==> src/rtl/pipe_ctrl_if.sv <==
// Bundle between the pipeline datapath and the hazard/redirect controller.
// The master drives hazard/event inputs; the slave (pipe_ctrl) returns control and debug outputs.
interface pipe_ctrl_if;
    logic [4:0]  id_rs1;
    logic [4:0]  id_rs2;
    logic        id_use_rs1;
    logic        id_use_rs2;
    logic [4:0]  ex_rd;
    logic        ex_load;
    logic        mem_req;
    logic        mem_ready;
    logic        bj_en;
    logic        trap_en;
    logic        stall;
    logic        clear;
    logic        flush;
    logic [1:0]  state;
    logic [31:0] stall_cnt;

    modport master (
        output id_rs1, id_rs2, id_use_rs1, id_use_rs2, ex_rd, ex_load,
               mem_req, mem_ready, bj_en, trap_en,
        input  stall, clear, flush, state, stall_cnt
    );

    modport slave (
        input  id_rs1, id_rs2, id_use_rs1, id_use_rs2, ex_rd, ex_load,
               mem_req, mem_ready, bj_en, trap_en,
        output stall, clear, flush, state, stall_cnt
    );
endinterface

==> src/rtl/pipe_ctrl.sv <==
// Pipeline hazard/redirect controller: load-use bubbles, memory-wait stalls,
// branch/trap flushes with a 3-cycle redirect penalty, and a saturating stall counter.
module pipe_ctrl (
    input  logic       clk,
    input  logic       rst_n,
    pipe_ctrl_if.slave bus
);
    typedef enum logic [1:0] {
        RUN     = 2'd0,
        MEMWAIT = 2'd1,
        FLUSH1  = 2'd2,
        FLUSH2  = 2'd3
    } state_e;

    state_e      state_q, state_d;
    logic        pend_bj_q, pend_bj_d;
    logic [31:0] stall_cnt_q, stall_cnt_d;
    logic        stall_c, clear_c, flush_c;
    logic        hz;

    // x0 is hardwired zero, so a load targeting it never creates a dependency.
    assign hz = bus.ex_load && (bus.ex_rd != 5'd0) &&
                ((bus.id_use_rs1 && (bus.id_rs1 == bus.ex_rd)) ||
                 (bus.id_use_rs2 && (bus.id_rs2 == bus.ex_rd)));

    always_comb begin
        state_d   = state_q;
        pend_bj_d = pend_bj_q;
        stall_c   = 1'b0;
        clear_c   = 1'b0;
        flush_c   = 1'b0;
        if (!rst_n) begin
            clear_c = 1'b1;
            flush_c = 1'b1;
        end else if (bus.trap_en) begin
            clear_c   = 1'b1;
            flush_c   = 1'b1;
            state_d   = FLUSH1;
            pend_bj_d = 1'b0;
        end else begin
            case (state_q)
                RUN: begin
                    if (bus.mem_req && !bus.mem_ready) begin
                        stall_c   = 1'b1;
                        state_d   = MEMWAIT;
                        pend_bj_d = bus.bj_en;
                    end else if (bus.bj_en) begin
                        clear_c = 1'b1;
                        flush_c = 1'b1;
                        state_d = FLUSH1;
                    end else if (hz) begin
                        stall_c = 1'b1;
                        clear_c = 1'b1;
                    end
                end
                MEMWAIT: begin
                    // A redirect seen while the memory is busy is remembered until the access ends.
                    if (!bus.mem_ready) begin
                        stall_c   = 1'b1;
                        pend_bj_d = pend_bj_q | bus.bj_en;
                    end else if (pend_bj_q || bus.bj_en) begin
                        clear_c   = 1'b1;
                        flush_c   = 1'b1;
                        state_d   = FLUSH1;
                        pend_bj_d = 1'b0;
                    end else begin
                        state_d = RUN;
                    end
                end
                FLUSH1: begin
                    clear_c = 1'b1;
                    flush_c = 1'b1;
                    state_d = FLUSH2;
                end
                FLUSH2: begin
                    clear_c = 1'b1;
                    state_d = RUN;
                end
                default: state_d = RUN;
            endcase
        end
    end

    assign stall_cnt_d = (stall_c && (stall_cnt_q != 32'hFFFF_FFFF)) ?
                         stall_cnt_q + 32'd1 : stall_cnt_q;

    always_ff @(posedge clk) begin
        if (!rst_n) begin
            state_q     <= RUN;
            pend_bj_q   <= 1'b0;
            stall_cnt_q <= 32'd0;
        end else begin
            state_q     <= state_d;
            pend_bj_q   <= pend_bj_d;
            stall_cnt_q <= stall_cnt_d;
        end
    end

    assign bus.stall     = stall_c;
    assign bus.clear     = clear_c;
    assign bus.flush     = flush_c;
    assign bus.state     = state_q;
    assign bus.stall_cnt = stall_cnt_q;
endmodule

==> src/flat_wrapper.sv <==
// flat-port wrapper written by rule: the top's interface ports become plain ports
module pipe_ctrl_flat 
  (clk, rst_n, bus_id_rs1, bus_id_rs2, bus_id_use_rs1, bus_id_use_rs2, bus_ex_rd, bus_ex_load, bus_mem_req, bus_mem_ready, bus_bj_en, bus_trap_en, bus_stall, bus_clear, bus_flush, bus_state, bus_stall_cnt);
  pipe_ctrl_if bus_i ();
  input  logic clk;
  input  logic rst_n;
  input wire logic [$bits(bus_i.id_rs1)-1:0] bus_id_rs1;
  input wire logic [$bits(bus_i.id_rs2)-1:0] bus_id_rs2;
  input wire logic [$bits(bus_i.id_use_rs1)-1:0] bus_id_use_rs1;
  input wire logic [$bits(bus_i.id_use_rs2)-1:0] bus_id_use_rs2;
  input wire logic [$bits(bus_i.ex_rd)-1:0] bus_ex_rd;
  input wire logic [$bits(bus_i.ex_load)-1:0] bus_ex_load;
  input wire logic [$bits(bus_i.mem_req)-1:0] bus_mem_req;
  input wire logic [$bits(bus_i.mem_ready)-1:0] bus_mem_ready;
  input wire logic [$bits(bus_i.bj_en)-1:0] bus_bj_en;
  input wire logic [$bits(bus_i.trap_en)-1:0] bus_trap_en;
  output wire logic [$bits(bus_i.stall)-1:0] bus_stall;
  output wire logic [$bits(bus_i.clear)-1:0] bus_clear;
  output wire logic [$bits(bus_i.flush)-1:0] bus_flush;
  output wire logic [$bits(bus_i.state)-1:0] bus_state;
  output wire logic [$bits(bus_i.stall_cnt)-1:0] bus_stall_cnt;
  assign bus_i.id_rs1 = bus_id_rs1;
  assign bus_i.id_rs2 = bus_id_rs2;
  assign bus_i.id_use_rs1 = bus_id_use_rs1;
  assign bus_i.id_use_rs2 = bus_id_use_rs2;
  assign bus_i.ex_rd = bus_ex_rd;
  assign bus_i.ex_load = bus_ex_load;
  assign bus_i.mem_req = bus_mem_req;
  assign bus_i.mem_ready = bus_mem_ready;
  assign bus_i.bj_en = bus_bj_en;
  assign bus_i.trap_en = bus_trap_en;
  assign bus_stall = bus_i.stall;
  assign bus_clear = bus_i.clear;
  assign bus_flush = bus_i.flush;
  assign bus_state = bus_i.state;
  assign bus_stall_cnt = bus_i.stall_cnt;
  pipe_ctrl u_core (.clk(clk), .rst_n(rst_n), .bus(bus_i));
endmodule
==> config.mk <==
export PLATFORM = sky130hd
export DESIGN_NAME = pipe_ctrl_flat
export DESIGN_NICKNAME = d
export VERILOG_FILES = /design/src/rtl/pipe_ctrl_if.sv /design/src/rtl/pipe_ctrl.sv /design/src/flat_wrapper.sv
export SDC_FILE = /design/constraint.sdc
export NUM_CORES = 1
export LEC_CHECK = 0
export CAP_MARGIN = 20
export CORE_MARGIN = 2
export CORE_UTILIZATION = 35
export CTS_CLUSTER_SIZE = 16
export DETAILED_ROUTE_END_ITERATION = 8
export SLEW_MARGIN = 5
export SYNTH_ARGS = -nofsm -noshare
export SYNTH_HDL_FRONTEND = slang
export SYNTH_SLANG_ARGS = --single-unit
==> constraint.sdc <==
create_clock -name clk -period 3.2 [get_ports clk]
set_input_delay 0.32 -clock clk [delete_from_list [all_inputs] [get_ports clk]]
set_output_delay 0.32 -clock clk [all_outputs]
set_load 0.01 [all_outputs]
==> flow_summary.toml <==
# physical design summary
[logic_synthesis]
synth-area-yosys_um2 = 1940
top_cells_by_area = "dfxtp_1 (36%), xnor2_1 (6.8%), nor2_1 (5.8%)"
synth-edff-count = 0
synthXorXnorAreaFrac_pct = 11.7
synth_top_cell_by_area = "dfxtp_1"
syn_inst = 240
compound_area_share_pct = 11.4
syn_area_per_cell_um2 = 8.10
top_cell = "dfxtp_1"
yosys.area_share.simple_pct = 33.4
top_cells_by_count = "dfxtp_1 (35), nor2_1 (30), nand2_1 (25)"
ys.flop_type = "dfxtp_1"
yosys_warnings = 0
synthDistinctLibCells = 41
synth_area_um2 = 1940
netlist.area_leader.share_pct = 36.1
synthArstFlopShare_pct = 0
yosys.area_share.adder_pct = 0.644
ys.flops = 35
syn-num-nets = 265
mux_area_share_pct = 4.19
ys_cells = 240
ys_top_logic_family = "simple AND/OR/NAND/NOR gates"

[route]
drc = 0
met3WireLength_um = 311
drt_iter0_markers = 91
met2_length_um = 2280
viasPerCell = 5.05
antenna_left = 0
wl_met1_um = 2540
num_vias = 1924
top_layer_used = "met4"
firstDrtPassIters = 5

[clock_network]
htree_levels = 2
clkLatencyLatePin_ns = 0.29
cts_hold_buf = 0
clockRootBuffer = "clkbuf_8"
clock-sinks = 35
clockBufferDepth = 2
post_cts_buffers = 0
clk_pin_slew_worst_paths_ns = 0.08
cts_resized = 0
cts_tree = "built"
numCtsBuffers = 5

[sta]
worstMarginPinSlew_ns = 0.558
finalClockPeriodUsage_pct = 88.4
slew_viol_final = 0
setup_violations = 0
skew_ns = 0.0102
fin_ws_ns = 0.370
fin_crit_ns = 2.83
timing_hold_violations_final = 0
slew_headroom_pct = 62.8
fmax_mhz = 353
rsz0062_at_grt = "no"
whs_ns = 0.496
finalSetupTns_ns = 0

[flow_run]
drv_cap = 0
tool_warnings = 26

[critical_path]
r2r_slack_ns = 0.62
path_class = "in2out"
worstPathRequired_ns = 2.88
cp_num_buf_inv = 2
worstReg2RegStart = "u_core.bus.state[0]"
r2r_cells = 6
path_max_fanout = 3
worstPathArrival_ns = 2.51
crit_path_start = "bus_ex_rd[0]"
max_stage_delay_ns = 0.54
worstPathCellList = "clkdlybuf4s50_1 > or4_1 > o21ai_0 > nor2_1 > o21ai_0 > o211ai_1 > clkdlybuf4s50_1"
crit_end = "bus_clear"
worst_setup_path_start_kind = "primary input"
r2r-end = "u_core.bus.stall_cnt[25]"
path_delay_family = "buffers and inverters"
endpoint_kind = "output port"
cp.depth = 7

[floorplanning]
core_um2 = 5440
rows = 27
dieArea_um2 = 6160
ios = 61
dieHeight_um = 78.5
die_w_um = 78.5
fp_util_pct = 35.7

[layout]
area_growth_pct = 43.3
lay_top_count = "clkdlybuf4s50_1"
buffers = 68
stdcell_area_um2 = 2780
n_clock_buffer = 6
layout-drive-gt1-share_pct = 7.77
largest_reg_flops = 32
comb_cells = 192
logic_area_um2 = 1190
nets = 333
nonClockInverterCount = 6
lay_top_cells = "clkdlybuf4s50_1 (60), dfxtp_1 (35), nor2_1 (30), nand2_1 (25), xnor2_1 (15)"
ff_count = 35
clk_share_pct = 4.22
buffer_area_share_pct = 23.7
sh_comb_area_pct = 42.8
antenna_cells = 0

[place]
io_buffer_count = 60
placed_area_um2 = 2670
place_ws_ns = 0.226
dp_hpwl_um = 3800
dp_cells = 373
place_congestion = 0.789

[global_route]
grt_pass1_vias = 1797
use_met3_pct = 4.83
grt_pass1_wl_um = 8470
busiest_layer = "met2"
grt_overflow = 0
grt_antenna_before_repair = 0
grt_max_degree = 17
grt_util_met2_pct = 27.2
met1_usage_pct = 22.6

[power_and_ir_drop]
power_frac_clock_pct = 43.9
seqPwrFrac_pct = 46.2
p_comb_share_pct = 9.9
powerDensity_nw_per_um2 = 343
switchingPower_w = 0.000213
power.group.top = "sequential cells"
p_leak_nw = 0.941
powerClk_w = 0.000419
p_total_w = 0.000955
sw_frac_of_total_pct = 22.3
peakVddDrop_v = 0.000254
internal_power_w = 0.000742

[run_status]
status = "finished clean"

[worst_hold_path]
min_from = "u_core.bus.stall_cnt[29]"
hold_class = "reg2reg"
worstHoldPathCells = 2
hold-path-endpoint = "u_core.bus.stall_cnt[29]"
### Placed standard cells

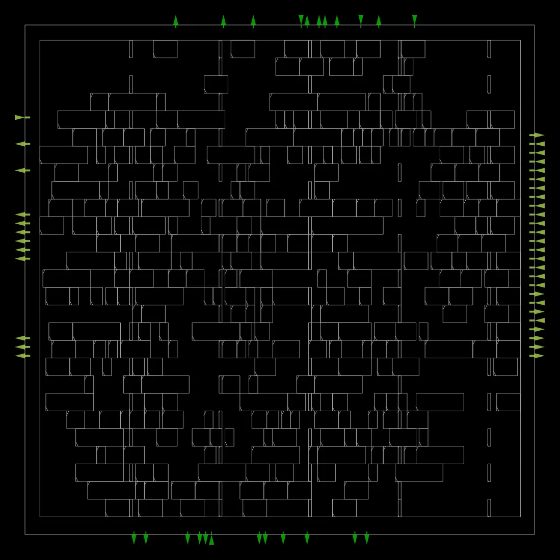
# Taps: 72
fill cell count: 532
non-filler cells, final: 381

### Sequential cells grouped by signal name

Other sequential cells in the stronger grey, the rest of the logic in the fainter grey.
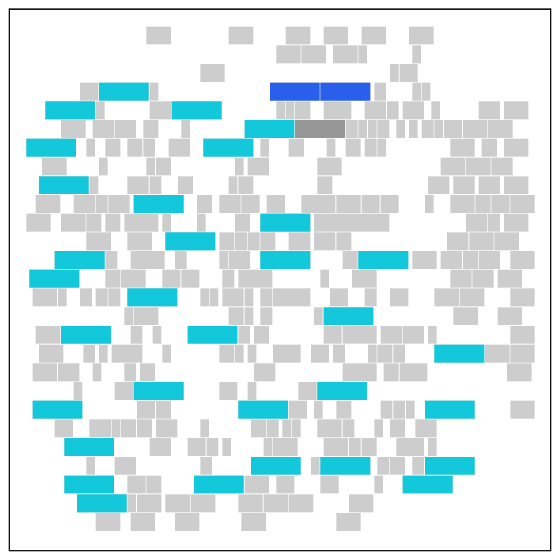
| colour | name in the netlist | placed flops |
|---|---|---|
| blue | `u_core.bus.state` | 2 |
| cyan | `u_core.bus.stall_cnt` | 32 |
not coloured: 1
Finished Core Util: 51.2%
flop share of the area: 25.2%
Storage cell area: 701 um2
Flop+latch power: 0.000442 W

### Wire density map

The bar under the picture is 20 um long. 16 x 16 tiles, from black (low) to pale yellow (high), scaled to the fullest tile. Values are wire area over tile area, all layers added.
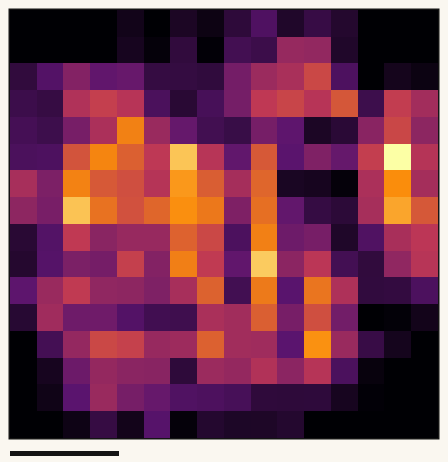
tiles over half the peak: 20%
densest ninth of the die: centre
nearly empty tiles: 15%
mean over tiles: 0.13
emptiest ninth of the die: lower right
fullest tile: 0.44
final wirelength: 5150 um
drt wl/cell: 13.5 um
Tot GR Track Use: 17.0%

### A small window of the routed layout

The bar under the picture is 20 um long. Window x 0 to 50, y 0 to 50 um. Cells in grey, sequential cells in the stronger grey; small squares are vias.
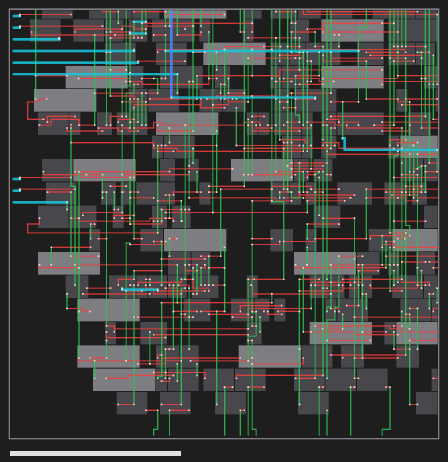
| colour | layer |
|---|---|
| blue | M4 |
| cyan | M3 |
| green | M2 |
| red | M1 |
netlist names of flops here include: `u_core.bus.stall_cnt` (19)
cells with their middle in the window: 142
most frequent: clkdlybuf4s50_1 (19), dfxtp_1 (19), nand2_1 (18)
sequential cells in the window: 19

Power figures rest on the tool's default switching activity, not on a simulated workload.
